**src/rtl/stage_d_writeback_buffered_pkg.sv**
```systemverilog
// Shared opcode bit positions and sizing for the writeback stage.
// Opcode bits mirror the one-hot layout used across the pipeline.
package stage_d_writeback_buffered_pkg;

  localparam int A_WIDTH    = 12;
  localparam int D_WIDTH    = 8;
  localparam int DEPTH      = 4;
  localparam int DEPTH_LOG2 = 2;

  localparam int OP_INC     = 0;
  localparam int OP_DEC     = 1;
  localparam int OP_PINC    = 2;
  localparam int OP_PDEC    = 3;
  localparam int OP_IN      = 4;
  localparam int OP_OUT     = 5;
  localparam int OP_JZ      = 6;
  localparam int OP_JNZ     = 7;
  localparam int OPCODE_MSB = 7;

  typedef logic [OPCODE_MSB:0] opcode_t;

  typedef struct packed {
    opcode_t operation;
    logic    drdy;
  } retire_t;

  function automatic logic is_dram_write(input opcode_t op);
    return op[OP_INC] | op[OP_DEC] | op[OP_IN];
  endfunction

endpackage

```
**src/rtl/stage_d_writeback_buffered_if.sv**
```systemverilog
// Stage C / data RAM / external port signals of the writeback stage.
// slave is the stage side, master the side that drives the stage.
interface stage_d_writeback_buffered_if #(
  parameter int A_WIDTH = 12,
  parameter int D_WIDTH = 8,
  parameter int OPW     = 8,
  parameter int CNTW    = 3
);
  logic [A_WIDTH-1:0] dp;
  logic [D_WIDTH-1:0] a_in;
  logic [OPW-1:0]     operation_in;
  logic               drdy_in;
  logic               ack_in;
  logic               dce;
  logic [A_WIDTH-1:0] da;
  logic [D_WIDTH-1:0] dq;
  logic [7:0]         cq;
  logic               cwre;
  logic               cbsy;
  logic               ack;
  logic [OPW-1:0]     operation;
  logic               drdy;
  logic               fifo_empty;
  logic [CNTW-1:0]    fifo_count;

  modport slave (
    input  dp, a_in, operation_in, drdy_in, ack_in, cbsy,
    output dce, da, dq, cq, cwre, ack, operation, drdy, fifo_empty, fifo_count
  );

  modport master (
    output dp, a_in, operation_in, drdy_in, ack_in, cbsy,
    input  dce, da, dq, cq, cwre, ack, operation, drdy, fifo_empty, fifo_count
  );
endinterface

```
**src/rtl/stage_d_writeback_buffered_fifo.sv**
```systemverilog
// Show-ahead synchronous FIFO: dout_o is the head entry whenever empty_o is low.
// Flags decode the registered count, so they never depend on this cycle's push/pop.
module sync_fifo_fwft #(
  parameter int W          = 8,
  parameter int DEPTH      = 4,
  parameter int DEPTH_LOG2 = 2
) (
  input  logic                  clk,
  input  logic                  reset,
  input  logic                  push_i,
  input  logic [W-1:0]          din_i,
  input  logic                  pop_i,
  output logic [W-1:0]          dout_o,
  output logic                  full_o,
  output logic                  empty_o,
  output logic [DEPTH_LOG2:0]   count_o
);

  localparam logic [DEPTH_LOG2-1:0] PTR_ONE = 1;
  localparam logic [DEPTH_LOG2:0]   CNT_ONE = 1;
  localparam logic [DEPTH_LOG2:0]   CNT_MAX = (DEPTH_LOG2+1)'(DEPTH);

  logic [W-1:0]            mem_q [DEPTH];
  logic [DEPTH_LOG2-1:0]   wr_ptr_q, wr_ptr_d;
  logic [DEPTH_LOG2-1:0]   rd_ptr_q, rd_ptr_d;
  logic [DEPTH_LOG2:0]     count_q, count_d;
  logic                    do_push, do_pop;

  assign full_o  = (count_q == CNT_MAX);
  assign empty_o = (count_q == '0);
  assign count_o = count_q;
  assign dout_o  = mem_q[rd_ptr_q];

  // Push is judged on the pre-pop full flag, so a full FIFO refuses even while popping.
  assign do_push = push_i & ~full_o;
  assign do_pop  = pop_i & ~empty_o;

  always_comb begin
    wr_ptr_d = wr_ptr_q;
    rd_ptr_d = rd_ptr_q;
    count_d  = count_q;
    if (do_push) wr_ptr_d = wr_ptr_q + PTR_ONE;
    if (do_pop)  rd_ptr_d = rd_ptr_q + PTR_ONE;
    if (do_push && !do_pop)      count_d = count_q + CNT_ONE;
    else if (!do_push && do_pop) count_d = count_q - CNT_ONE;
  end

  always_ff @(posedge clk) begin
    if (reset) begin
      wr_ptr_q <= '0;
      rd_ptr_q <= '0;
      count_q  <= '0;
    end else begin
      wr_ptr_q <= wr_ptr_d;
      rd_ptr_q <= rd_ptr_d;
      count_q  <= count_d;
    end
  end

  always_ff @(posedge clk) begin
    if (do_push) mem_q[wr_ptr_q] <= din_i;
  end

endmodule

```
**src/rtl/stage_d_writeback_buffered.sv**
```systemverilog
// Pipeline stage D: data RAM writeback plus a buffered OUT port.
// OUT only stalls stage C when the byte FIFO is already full.
module stage_d_writeback_buffered
  import stage_d_writeback_buffered_pkg::*;
#(
  parameter int A_WIDTH_P    = A_WIDTH,
  parameter int D_WIDTH_P    = D_WIDTH,
  parameter int DEPTH_P      = DEPTH,
  parameter int DEPTH_LOG2_P = DEPTH_LOG2
) (
  input  logic                          clk,
  input  logic                          reset,
  stage_d_writeback_buffered_if.slave   bus
);

  logic       is_out, stall, fifo_full, fifo_empty_w, push, pop;
  logic [7:0] fifo_dout;
  logic [DEPTH_LOG2_P:0] fifo_count_w;
  retire_t    retire_q, retire_d;

  assign bus.dce = is_dram_write(bus.operation_in);
  assign bus.da  = bus.dp;
  assign bus.dq  = bus.a_in;

  assign is_out  = bus.operation_in[OP_OUT];
  assign stall   = is_out & fifo_full;
  assign bus.ack = bus.ack_in & ~stall;
  assign push    = bus.ack_in & is_out & ~fifo_full;

  // cbsy only gates the drain side; it never reaches ack.
  assign pop      = ~fifo_empty_w & ~bus.cbsy;
  assign bus.cwre = pop;
  assign bus.cq   = fifo_dout;

  sync_fifo_fwft #(
    .W          (8),
    .DEPTH      (DEPTH_P),
    .DEPTH_LOG2 (DEPTH_LOG2_P)
  ) u_fifo (
    .clk     (clk),
    .reset   (reset),
    .push_i  (push),
    .din_i   (bus.a_in[7:0]),
    .pop_i   (pop),
    .dout_o  (fifo_dout),
    .full_o  (fifo_full),
    .empty_o (fifo_empty_w),
    .count_o (fifo_count_w)
  );

  // A stalled OUT retires as a bubble; stage C re-presents it next cycle.
  always_comb begin
    retire_d = retire_q;
    if (bus.ack_in) begin
      if (stall) begin
        retire_d = '0;
      end else begin
        retire_d.operation = bus.operation_in;
        retire_d.drdy      = bus.drdy_in;
      end
    end
  end

  always_ff @(posedge clk) begin
    if (reset) retire_q <= '0;
    else       retire_q <= retire_d;
  end

  assign bus.operation  = retire_q.operation;
  assign bus.drdy       = retire_q.drdy;
  assign bus.fifo_empty = fifo_empty_w;
  assign bus.fifo_count = fifo_count_w;

endmodule

```
**src/flat_wrapper.sv**
```systemverilog
// flat-port wrapper written by rule: the top's interface ports become plain ports
module stage_d_writeback_buffered_flat import stage_d_writeback_buffered_pkg::*;
#(
  parameter int A_WIDTH_P    = A_WIDTH,
  parameter int D_WIDTH_P    = D_WIDTH,
  parameter int DEPTH_P      = DEPTH,
  parameter int DEPTH_LOG2_P = DEPTH_LOG2
)
  (clk, reset, bus_dp, bus_a_in, bus_operation_in, bus_drdy_in, bus_ack_in, bus_cbsy, bus_dce, bus_da, bus_dq, bus_cq, bus_cwre, bus_ack, bus_operation, bus_drdy, bus_fifo_empty, bus_fifo_count);
  stage_d_writeback_buffered_if #(.A_WIDTH(12), .D_WIDTH(8), .OPW(8), .CNTW(3)) bus_i ();
  input  logic clk;
  input  logic reset;
  input wire logic [$bits(bus_i.dp)-1:0] bus_dp;
  input wire logic [$bits(bus_i.a_in)-1:0] bus_a_in;
  input wire logic [$bits(bus_i.operation_in)-1:0] bus_operation_in;
  input wire logic [$bits(bus_i.drdy_in)-1:0] bus_drdy_in;
  input wire logic [$bits(bus_i.ack_in)-1:0] bus_ack_in;
  input wire logic [$bits(bus_i.cbsy)-1:0] bus_cbsy;
  output wire logic [$bits(bus_i.dce)-1:0] bus_dce;
  output wire logic [$bits(bus_i.da)-1:0] bus_da;
  output wire logic [$bits(bus_i.dq)-1:0] bus_dq;
  output wire logic [$bits(bus_i.cq)-1:0] bus_cq;
  output wire logic [$bits(bus_i.cwre)-1:0] bus_cwre;
  output wire logic [$bits(bus_i.ack)-1:0] bus_ack;
  output wire logic [$bits(bus_i.operation)-1:0] bus_operation;
  output wire logic [$bits(bus_i.drdy)-1:0] bus_drdy;
  output wire logic [$bits(bus_i.fifo_empty)-1:0] bus_fifo_empty;
  output wire logic [$bits(bus_i.fifo_count)-1:0] bus_fifo_count;
  assign bus_i.dp = bus_dp;
  assign bus_i.a_in = bus_a_in;
  assign bus_i.operation_in = bus_operation_in;
  assign bus_i.drdy_in = bus_drdy_in;
  assign bus_i.ack_in = bus_ack_in;
  assign bus_i.cbsy = bus_cbsy;
  assign bus_dce = bus_i.dce;
  assign bus_da = bus_i.da;
  assign bus_dq = bus_i.dq;
  assign bus_cq = bus_i.cq;
  assign bus_cwre = bus_i.cwre;
  assign bus_ack = bus_i.ack;
  assign bus_operation = bus_i.operation;
  assign bus_drdy = bus_i.drdy;
  assign bus_fifo_empty = bus_i.fifo_empty;
  assign bus_fifo_count = bus_i.fifo_count;
  stage_d_writeback_buffered #(.A_WIDTH_P(A_WIDTH_P), .D_WIDTH_P(D_WIDTH_P), .DEPTH_P(DEPTH_P), .DEPTH_LOG2_P(DEPTH_LOG2_P)) u_core (.clk(clk), .reset(reset), .bus(bus_i));
endmodule
```
**config.mk**
```make
export PLATFORM = sky130hd
export DESIGN_NAME = stage_d_writeback_buffered_flat
export DESIGN_NICKNAME = d
export VERILOG_FILES = /design/src/rtl/stage_d_writeback_buffered_pkg.sv /design/src/rtl/stage_d_writeback_buffered_if.sv /design/src/rtl/stage_d_writeback_buffered_fifo.sv /design/src/rtl/stage_d_writeback_buffered.sv /design/src/flat_wrapper.sv
export SDC_FILE = /design/constraint.sdc
export NUM_CORES = 1
export LEC_CHECK = 0
export ABC_AREA = 1
export CORE_MARGIN = 1
export CORE_UTILIZATION = 44
export DETAILED_ROUTE_END_ITERATION = 10
export PLACE_DENSITY = 0.84
export SLEW_MARGIN = 10
export SYNTH_ARGS = -nofsm -noshare
export SYNTH_HDL_FRONTEND = slang
export SYNTH_SLANG_ARGS = --single-unit
```
**constraint.sdc**
```tcl
create_clock -name clk -period 2.3 [get_ports clk]
set_input_delay 0.345 -clock clk [delete_from_list [all_inputs] [get_ports clk]]
set_output_delay 0.345 -clock clk [all_outputs]
set_load 0.05 [all_outputs]
```
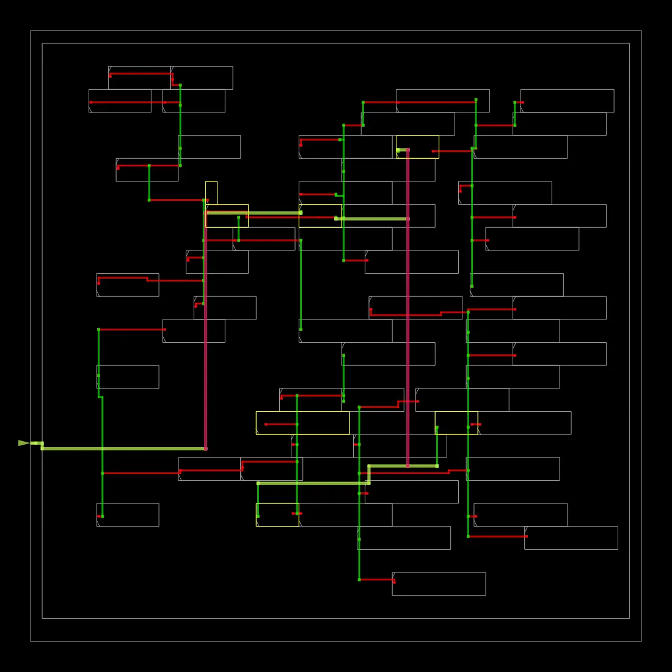
(images/final_clocks.png)
Late-Pin Clk Latency: 0.29 ns
post-route clock skew: 0.002945 ns
count of clock buffers in the final design: 5

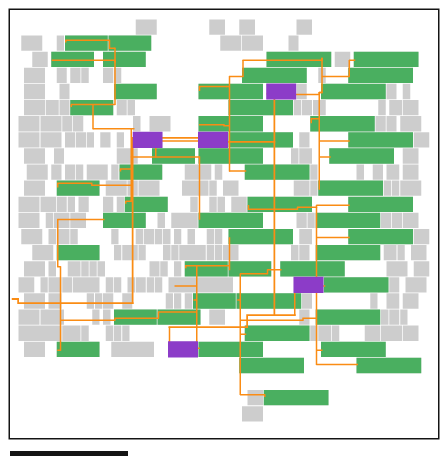
(images/clock_map.png)
Scale bar: 20 um.
Key: flip-flops = green [count 50]; clock wires = orange [length 545 um]; cells driving clock nets = purple [count 5]
Position of the flops: widely spread.
clock network power: 0.000581 W
Clk network pwr share: 19.5%

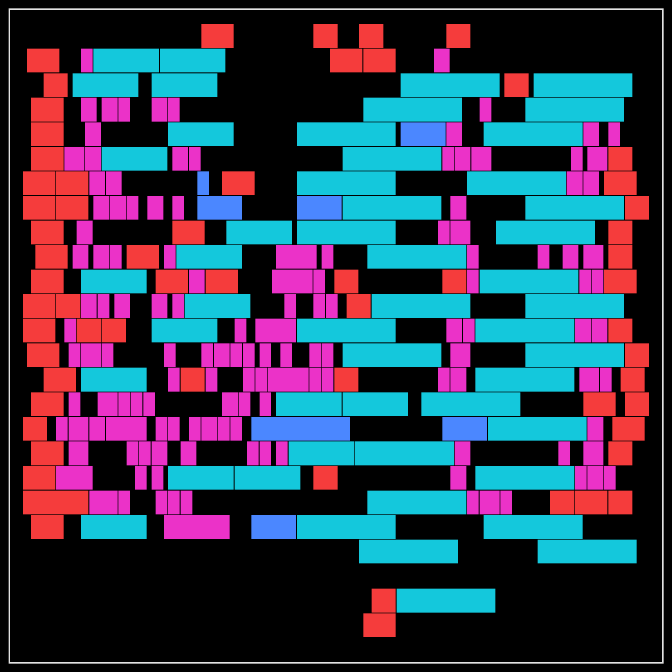
(images/cell_classes.png)
Key: all other logic = magenta [cells 135]; other buffers and delay cells = red [cells 61]; clock drivers and dummy loads = blue [cells 7]; flip-flops = cyan [cells 50]
cell area after layout: 2723 um2
final cell utilization of the core: 57.64%
floorplan core area: 4723 um2
Seq/total area: 48.53%
total number of placement rows: 25

==> tab_implementation.tex <==
% Generated from flow reports
\begin{tabular}{lr}
\hline
Metric & Value \\
\hline
\multicolumn{2}{l}{\textbf{Layout}} \\
\quad Largest class & flip-flops and latches \\
\quad Flip-flop count of the largest register after layout & 32 \\
\quad Largest Register & u\_core.u\_fifo.mem\_q \\
\quad Number of nets in the finished design & 292 \\
\quad Clock buf/inv share & 3.768\% \\
\multicolumn{2}{l}{\textbf{Placement}} \\
\quad Worst setup slack before clock tree synthesis & 0.1500 ns \\
\quad I/O Buffers & 52 \\
\quad Cell Area, Placed & 2620 um2 \\
\multicolumn{2}{l}{\textbf{Critical path}} \\
\quad Worst setup startpoint & u\_core.u\_fifo.count\_o[0]\$\_SDFFE\_PP0P\_ \\
\quad Worst flop-to-flop path startpoint & u\_core.u\_fifo.count\_o[0]\$\_SDFFE\_PP0P\_ \\
\quad CP endpoint kind & output port \\
\quad Data required, critical path & 1.96 ns \\
\quad Worst-path maximum fanout & 4 \\
\multicolumn{2}{l}{\textbf{Global routing}} \\
\quad Pin count of the biggest net entering global routing & 17 \\
\quad Wire length of the first global-routing pass & 6727 um \\
\quad Global-route track usage on met1 & 19.65\% \\
\multicolumn{2}{l}{\textbf{Synthesis}} \\
\quad Seq cells post-synth & 50 \\
\quad FFs w/ async S/R, synth & 0\% \\
\quad Post-synth mux share & 0\% \\
\quad Synthesized-area fraction occupied by adder cells & 3.804\% \\
\quad Top cell type's share of synthesized area & 44.27\% \\
\quad And+or+nand+nor area frac & 13.37\% \\
\quad Dominant cells by area after synthesis & edfxtp\_1, dfxtp\_1, buf\_4 \\
\multicolumn{2}{l}{\textbf{Die}} \\
\quad Tap cells & 67 \\
\quad Horizontal extent of the die & 72.24 um \\
\multicolumn{2}{l}{\textbf{Clocking}} \\
\quad CTS tree & built \\
\quad Cells resized by post-CTS repair & 0 \\
\multicolumn{2}{l}{\textbf{Final timing}} \\
\quad TNS Setup & 0 ns \\
\multicolumn{2}{l}{\textbf{Run status}} \\
\quad Outcome & finished clean \\
\multicolumn{2}{l}{\textbf{Power and ir drop}} \\
\quad Flop pwr share & 38.3\% \\
\quad Sw Share & 40.67\% \\
\multicolumn{2}{l}{\textbf{Routing}} \\
\quad Count of antenna-violating nets left after detailed routing & 0 \\
\multicolumn{2}{l}{\textbf{Worst hold path}} \\
\quad Number of cells traversed by the worst hold path & 2 \\
\hline
\end{tabular}
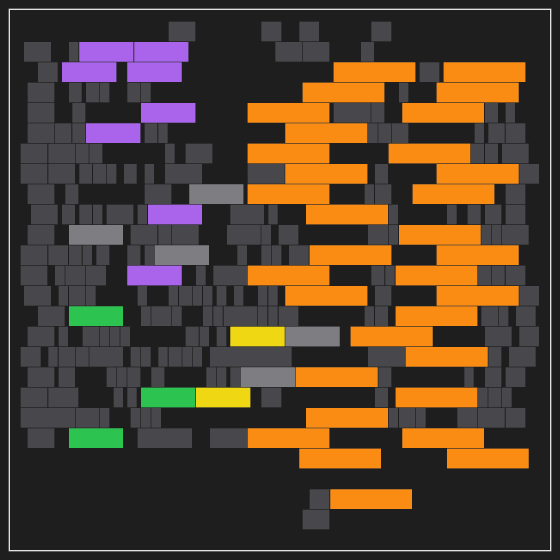
(images/registers.png)
Other sequential cells in the stronger gray, the rest of the logic in the fainter gray.
Key: `u_core.u_fifo.count_o` = green [placed flops 3]; `u_core.u_fifo.rd_ptr_q` = yellow [placed flops 2]; `u_core.bus.operation` = purple [placed flops 8, where top left]; `u_core.u_fifo.mem_q` = orange [placed flops 32]
Power Sequential: 0.00114 W
Storage cell area: 1321 um2

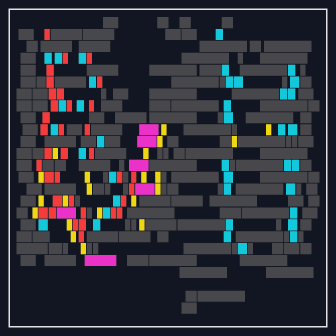
(images/gate_families.png)
Key: inverters = yellow [cells 21]; adder and majority cells = magenta [cells 6, where middle]; NAND gates = red [cells 35]; inverting AOI/OAI gates = cyan [cells 38]
most frequent standard cell in the layout excluding fill and tap cells: clkdlybuf4s50_1
logic share of the area: 21.42%
post-route non-filler standard cell count: 320

Power is estimated from default activity; no workload was simulated.
